--- src/rtl/fsm_combin.sv ---
// Control unit for the simple CPU datapath: latches an instruction in T0 and
// sequences the bus/ALU control lines over up to three execute cycles.
module fsm_combin (
    input  logic        clk,
    input  logic        rst,
    input  logic        w,
    input  logic [11:0] instruction_F,
    output logic [3:0]  reg_x_num,
    output logic [3:0]  reg_y_num,
    output logic        A_in,
    output logic        G_in,
    output logic        G_out,
    output logic        Extern,
    output logic [1:0]  AddXor
);

    typedef enum logic [1:0] {
        T0 = 2'd0,
        T1 = 2'd1,
        T2 = 2'd2,
        T3 = 2'd3
    } state_t;

    localparam logic [3:0] OP_MV  = 4'b0001;
    localparam logic [3:0] OP_MVI = 4'b0010;
    localparam logic [3:0] OP_ADD = 4'b0011;
    localparam logic [3:0] OP_XOR = 4'b0100;

    // Packed control word: {reg_x, reg_y, A_in, G_in, G_out, Extern, AddXor}
    localparam logic [13:0] CTRL_IDLE = {4'hF, 4'hF, 1'b0, 1'b0, 1'b0, 1'b0, 2'b00};

    state_t      state;
    state_t      nxt_state;
    logic [11:0] ir;
    logic [11:0] nxt_ir;

    // Moore decode of a (state, IR) pair into the control word.
    function automatic logic [13:0] decode(input state_t st, input logic [11:0] instr);
        logic [3:0]  op;
        logic [3:0]  rx;
        logic [3:0]  ry;
        logic [13:0] c;
        op = instr[11:8];
        rx = instr[7:4];
        ry = instr[3:0];
        c  = CTRL_IDLE;
        case (st)
            T1: begin
                case (op)
                    OP_MV:  c = {rx, ry, 1'b0, 1'b0, 1'b0, 1'b0, 2'b00};
                    OP_MVI: c = {rx, 4'hF, 1'b0, 1'b0, 1'b0, 1'b1, 2'b00};
                    OP_ADD,
                    OP_XOR: c = {4'hF, rx, 1'b1, 1'b0, 1'b0, 1'b0, 2'b00};
                    default: c = CTRL_IDLE;
                endcase
            end
            T2: begin
                if (op == OP_ADD)
                    c = {4'hF, ry, 1'b0, 1'b1, 1'b0, 1'b0, 2'b01};
                else if (op == OP_XOR)
                    c = {4'hF, ry, 1'b0, 1'b1, 1'b0, 1'b0, 2'b10};
            end
            T3: begin
                if (op == OP_ADD || op == OP_XOR)
                    c = {rx, 4'hF, 1'b0, 1'b0, 1'b1, 1'b0, 2'b00};
            end
            default: c = CTRL_IDLE;
        endcase
        return c;
    endfunction

    always_comb begin
        nxt_state = T0;
        nxt_ir    = ir;
        case (state)
            T0: begin
                if (w) begin
                    nxt_state = T1;
                    nxt_ir    = instruction_F;
                end
            end
            T1: begin
                if (ir[11:8] == OP_ADD || ir[11:8] == OP_XOR)
                    nxt_state = T2;
            end
            T2:      nxt_state = T3;
            default: nxt_state = T0;
        endcase
    end

    // Outputs are registered from the next state/IR so they line up with state.
    always_ff @(posedge clk) begin
        if (rst) begin
            state <= T0;
            ir    <= 12'h000;
            {reg_x_num, reg_y_num, A_in, G_in, G_out, Extern, AddXor} <= CTRL_IDLE;
        end else begin
            state <= nxt_state;
            ir    <= nxt_ir;
            {reg_x_num, reg_y_num, A_in, G_in, G_out, Extern, AddXor} <= decode(nxt_state, nxt_ir);
        end
    end

endmodule

--- config.mk ---
export PLATFORM = sky130hd
export DESIGN_NAME = fsm_combin
export DESIGN_NICKNAME = d
export VERILOG_FILES = /design/src/rtl/fsm_combin.sv
export SDC_FILE = /design/constraint.sdc
export NUM_CORES = 1
export LEC_CHECK = 0
export CAP_MARGIN = 0
export CORE_MARGIN = 2
export CORE_UTILIZATION = 48
export CTS_BUF_LIST = sky130_fd_sc_hd__clkbuf_4 sky130_fd_sc_hd__clkbuf_8
export CTS_CLUSTER_DIAMETER = 150
export CTS_CLUSTER_SIZE = 14
export DETAILED_ROUTE_END_ITERATION = 12
export GPL_TIMING_DRIVEN = 0
export PLACE_DENSITY_LB_ADDON = 0.2
export SKIP_LAST_GASP = 1
export SYNTH_ARGS = -nofsm -noshare
export SYNTH_HDL_FRONTEND = slang
export SYNTH_SLANG_ARGS = --single-unit
--- constraint.sdc ---
create_clock -name clk -period 1.7 [get_ports clk]
set_clock_uncertainty 0.15 [all_clocks]
set_input_delay 0.17 -clock clk [delete_from_list [all_inputs] [get_ports clk]]
set_output_delay 0.17 -clock clk [all_outputs]
set_load 0.1 [all_outputs]
==> results.sh, run 1 <==
# physical design summary
export IMPL_dieWidth_um=50.71
export IMPL_setup_viol=0
export IMPL_cp_end_kind="flop"
export IMPL_holdPathEnd="ir[8]"
export IMPL_use_met2_pct=33.77
export IMPL_ant_nets=0
export IMPL_comb_share_pct=33.42
export IMPL_synth_compound_area_share_pct=14.93
export IMPL_final_cell_mix="28 x dfxtp_1, 20 x nand2_1, 14 x clkdlybuf4s15_2"
export IMPL_antenna_found_initial=0
export IMPL_buffers=33
export IMPL_ys_flops=28
export IMPL_initCoreUtil_pct=52.31
export IMPL_sh_seq_area_pct=39.09
export IMPL_flop_cell="dfxtp_1"
export IMPL_final_clk_cell_share_pct=1.571
export IMPL_fmax_mhz=592.6
export IMPL_wl_met2_um=1177
export IMPL_cts_buffers=3
export IMPL_yosysMostFrequentCell="dfxtp_1"
export IMPL_nClkBuffers=3
export IMPL_lay_top_count="dfxtp_1"
export IMPL_muxShareOfSynthArea_pct=3.823
export IMPL_yosys_cells=114
export IMPL_yosys_area_mm2=0.001047
export IMPL_p_int_uw=839.7
export IMPL_register_area_um2=560.5
export IMPL_ys_sh_simple_pct=23.54
export IMPL_outcome="finished clean"
export IMPL_hold_path_depth=3
export IMPL_avgSynthCellArea_um2=9.186
export IMPL_synthTopLogicFamily="simple AND/OR/NAND/NOR gates"
export IMPL_synth_top_cell_area_share_pct=53.52
export IMPL_top_area_cell_class="registers"
export IMPL_vdd_drop_max_v=0.0006778
export IMPL_power_uw=1150
export IMPL_switchingPower_uw=310.3
export IMPL_nets=162
export IMPL_hold_viol_final=0
export IMPL_comb_power_share_pct=16.3
export IMPL_core_area_mm2=0.002002
export IMPL_nMultiInputCombCells=79
export IMPL_crit_type="flop to flop"
export IMPL_warnings=27
export IMPL_hold_class="input pin to flop"
export IMPL_report_final_slew_viol_count=0
export IMPL_logic_area_um2=479.2
export IMPL_synth_top_cells_by_count="28 x dfxtp_1, 20 x nand2_1, 11 x a21oi_1"
export IMPL_place_inst=168
export IMPL_p_leak_uw=0.0005603
export IMPL_cts_setup_buffers=0
export IMPL_setup_slack_ns=0.01257
export IMPL_crit_required_ns=1.78
export IMPL_critPathBufInv=1
==> run_1/layer_met1.png <==
Drawn at 6 px/um. Supply wires on this layer in grey.
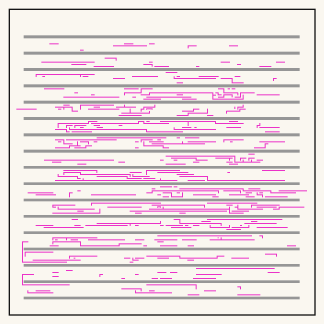
nets with wire on the layer: 138
longest straight run: 20.2 um

==> run_1/layer_met3.png <==
Drawn at 10 px/um.
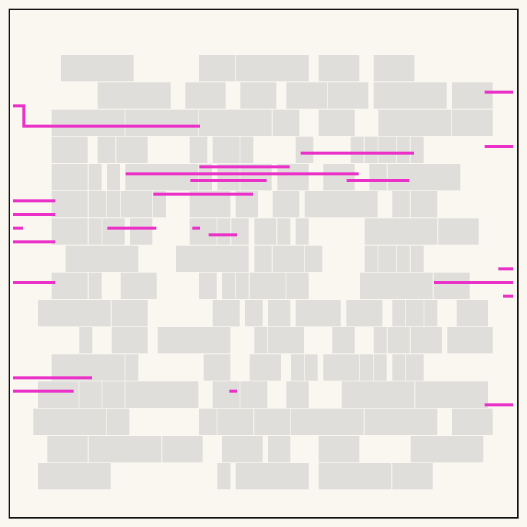
nets with wire on the layer: 22
share of all routed wire: 6.0%
wire length on this layer: 141 um
total wire length: 2336 um
vias post-DR: 902
met3 Usage GRT: 2.976%

==> run_1/clocks.png <==
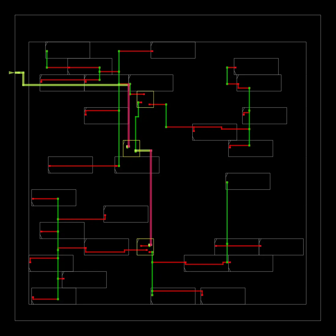
seq_cells: 28
Clk. pwr: 268 uW
clock sink total: 28

==> run_1/cell_density.png <==
Drawn at 8 px/um. The die is cut into 10 by 10 equal tiles; white is low, dark blue is high, 0 to 100% covered.
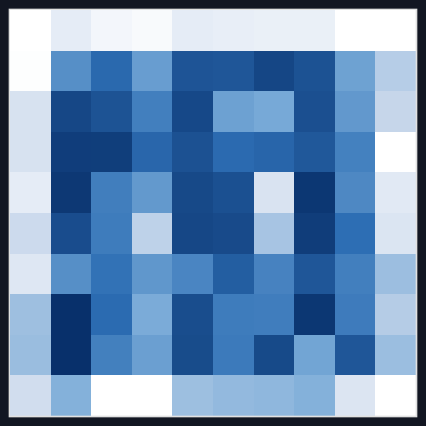

## Run 2: what changed since run 1
- REMOVE_ABC_BUFFERS: unset -> 1
==> run_2/cell_density.png <==
Drawn at 8 px/um. The die is cut into 10 by 10 equal tiles; white is low, dark blue is high, 0 to 100% covered.
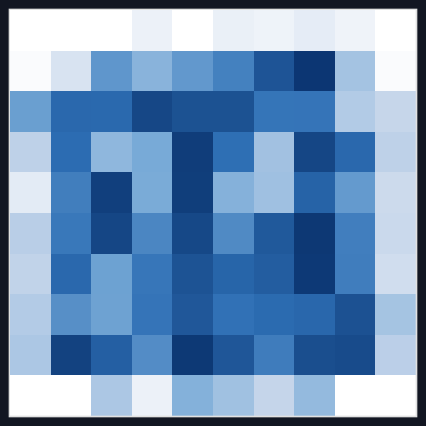
mean over tiles: 53%
tiles over 75% full: 33%
densest ninth of the die: centre
nearly empty tiles: 9.0%

==> run_2/clocks.png <==
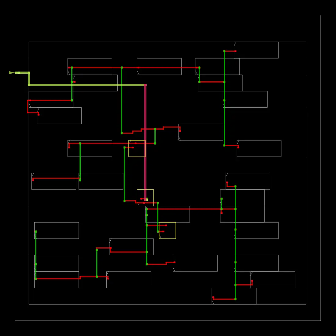
CTS Buf Count: 3
clock buffer count: 3
Clk. pwr: 259 uW

==> run_2/clk_routes.png <==
Drawn at 8 px/um.
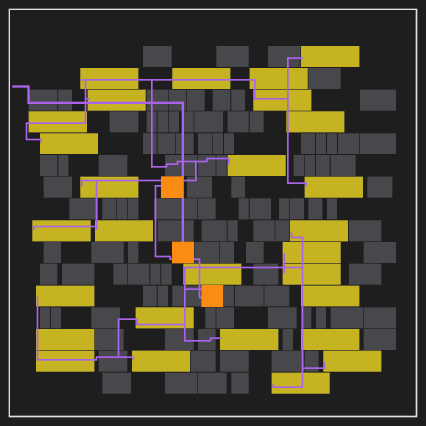
[flip-flops] yellow | count: 28
[clock drivers] orange | count: 3
[clock wires] purple | length: 282 um
routed clock nets: 4
Clock Latency Late Sink: 0.31 ns
Clk pwr share: 23.0%

==> results.sh, run 2 <==
# physical design summary
export IMPL_wl_met3_um=70
export IMPL_flop_cell="dfxtp_1"
export IMPL_fmax_mhz=588.9
export IMPL_yosys_cells=114
export IMPL_yosys_area_mm2=0.001047
export IMPL_setup_slack_ns=0.001941
export IMPL_lay_top_count="dfxtp_1"
export IMPL_antenna_found_initial=0
export IMPL_met1_length_um=1020
export IMPL_switchingPower_uw=297.1
export IMPL_hold_class="input pin to flop"
export IMPL_comb_power_share_pct=15.6
export IMPL_htreeDepth=1
export IMPL_wl_met2_um=1012
export IMPL_use_met2_pct=28.29
export IMPL_p_int_uw=832.2
export IMPL_crit_required_ns=1.76
export IMPL_muxShareOfSynthArea_pct=3.823
export IMPL_final_cell_mix="28 x dfxtp_1, 20 x nand2_1, 13 x clkdlybuf4s15_2"
export IMPL_clockBufferDepth=2
export IMPL_register_area_um2=560.5
export IMPL_ys_sh_simple_pct=23.54
export IMPL_hold_path_depth=3
export IMPL_drt_total_wl_um=2121
export IMPL_core_area_mm2=0.002002
export IMPL_flop_count=28
export IMPL_buffers=28
export IMPL_p_leak_uw=0.0005489
export IMPL_initCoreUtil_pct=52.31
export IMPL_holdPathEnd="ir[10]"
export IMPL_nMultiInputCombCells=79
export IMPL_power_uw=1129
export IMPL_critPathBufInv=0
export IMPL_crit_type="flop to flop"
export IMPL_synth_top_cell_area_share_pct=53.52
export IMPL_avgSynthCellArea_um2=9.186
export IMPL_place_inst=164
export IMPL_setup_viol=0
export IMPL_sh_seq_area_pct=40.36
export IMPL_warnings=27
export IMPL_outcome="finished clean"
export IMPL_final_clk_cell_share_pct=1.622
export IMPL_cts_sinks=28
export IMPL_r2r_setup_slack_ns=0.002
export IMPL_met3_usage_pct=3.869
export IMPL_report_final_slew_viol_count=0
export IMPL_synth_top_cells_by_count="28 x dfxtp_1, 20 x nand2_1, 11 x a21oi_1"
export IMPL_top_area_cell_class="registers"
export IMPL_cp_end_kind="flop"
export IMPL_ant_nets=0
export IMPL_hold_viol_final=0
export IMPL_logic_area_um2=469.2
export IMPL_nets=157
export IMPL_ys_flops=28
export IMPL_synth_compound_area_share_pct=14.93
export IMPL_vdd_drop_max_v=0.0005070
==> run_2/layer_met1.png <==
Drawn at 6 px/um. Supply wires on this layer in grey.
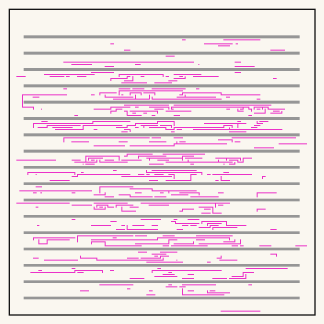

## Run 3: what changed since run 2
- ABC_CLOCK_PERIOD_IN_PS: unset -> 2000
- CORE_UTILIZATION: 48 -> 50
- clock period: 1.7 -> 2 ns (I/O delays scaled with it)
==> run_3/layer_met1.png <==
Drawn at 6 px/um. Supply wires on this layer in grey.
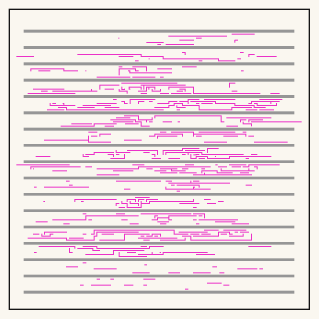
wire length on this layer: 962 um
share of all routed wire: 44%
nets with wire on the layer: 137
longest straight run: 16.1 um
main direction: horizontal

==> run_3/layer_met3.png <==
Drawn at 10 px/um.
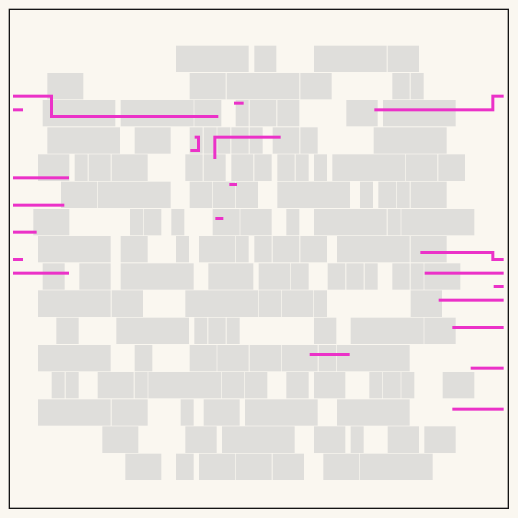
longest straight run: 16.6 um
wire length on this layer: 107 um
met3 Usage GRT: 4.242%
vias post-DR: 891
total wire length: 2194 um

==> results.sh, run 3 <==
# physical design summary
export IMPL_clockBufferDepth=2
export IMPL_met1_length_um=961
export IMPL_ys_flops=28
export IMPL_dieWidth_um=49.77
export IMPL_warnings=25
export IMPL_logic_area_um2=454.2
export IMPL_cts_buffers=3
export IMPL_power_uw=956.4
export IMPL_place_inst=164
export IMPL_synth_top_cell_area_share_pct=53.52
export IMPL_wl_met3_um=106
export IMPL_top_area_cell_class="registers"
export IMPL_fmax_mhz=536.5
export IMPL_lay_top_count="dfxtp_1"
export IMPL_holdCritStartpoint="instruction_F[3]"
export IMPL_setup_viol=0
export IMPL_outcome="finished clean"
export IMPL_synthTopLogicFamily="simple AND/OR/NAND/NOR gates"
export IMPL_max_cap_violations=0
export IMPL_yosysMostFrequentCell="dfxtp_1"
export IMPL_hpwl_um=1566
export IMPL_synth_compound_area_share_pct=14.93
export IMPL_register_area_um2=560.5
export IMPL_grt_start_max_net_pins=21
export IMPL_p_clk_share_pct=22.9
export IMPL_drt_iter0_drc=15
export IMPL_cp_slowest_cell="dlygate4sd2_1"
export IMPL_ys_types=29
export IMPL_final_util_pct=68.37
export IMPL_wl_met2_um=1107
export IMPL_comb_share_pct=33.86
export IMPL_hold_class="input pin to flop"
export IMPL_cts_sinks=28
export IMPL_vdd_drop_max_v=0.0005186
export IMPL_hold_viol_final=0
export IMPL_postLayoutCellArea_mm2=0.001341
export IMPL_crit_type="flop to output pin"
export IMPL_cts_tree="built"
export IMPL_yosys_cells=114
export IMPL_antenna_found_initial=0
export IMPL_flop_count=28
export IMPL_comb_power_share_pct=15.5
export IMPL_switchingPower_uw=250.0
export IMPL_nMultiInputCombCells=79
export IMPL_hold_path_depth=3
export IMPL_use_met2_pct=33.33
export IMPL_core_area_mm2=0.001962
export IMPL_finalCritPeriodShare_pct=93.19
export IMPL_ys_seq_share_pct=53.52
export IMPL_muxShareOfSynthArea_pct=3.823
export IMPL_fin_hold_ws_ns=0.3094
export IMPL_r2r_start="ir[9]"
export IMPL_critPathBufInv=1
export IMPL_cp_end_kind="output pin"
export IMPL_nClkBuffers=3
export IMPL_holdPathEnd="ir[3]"
export IMPL_yosys_area_mm2=0.001047
export IMPL_p_leak_uw=0.0005289
export IMPL_ys_sh_simple_pct=23.54
export IMPL_final_cell_mix="28 x dfxtp_1, 20 x nand2_1, 14 x clkdlybuf4s50_1, 14 x dlygate4sd2_1, 11 x a21oi_1"
export IMPL_grt_pass1_vias=863
export IMPL_avgSynthCellArea_um2=9.186
export IMPL_report_final_slew_viol_count=0
export IMPL_flop_cell="dfxtp_1"
export IMPL_nets=157
export IMPL_sh_seq_area_pct=41.79
export IMPL_initCoreUtil_pct=53.38
export IMPL_cts_setup_buffers=0
export IMPL_p_int_uw=706.4
export IMPL_buffers=28
export IMPL_tap_cells=27
export IMPL_setup_slack_ns=0.1362
export IMPL_synth_top_cells_by_count="28 x dfxtp_1, 20 x nand2_1, 11 x a21oi_1"
export IMPL_htreeDepth=1
export IMPL_r2r_setup_slack_ns=0.28
export IMPL_final_clk_cell_share_pct=1.679
export IMPL_ant_nets=0
export IMPL_crit_end="reg_x_num[0]"
export IMPL_crit_required_ns=1.65
==> run_3/clocks.png <==
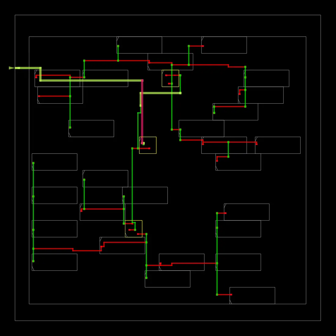
Clock Latency Late Sink: 0.32 ns
Clk. pwr: 219 uW

Power figures rest on the tool's default switching activity, not on a simulated workload.
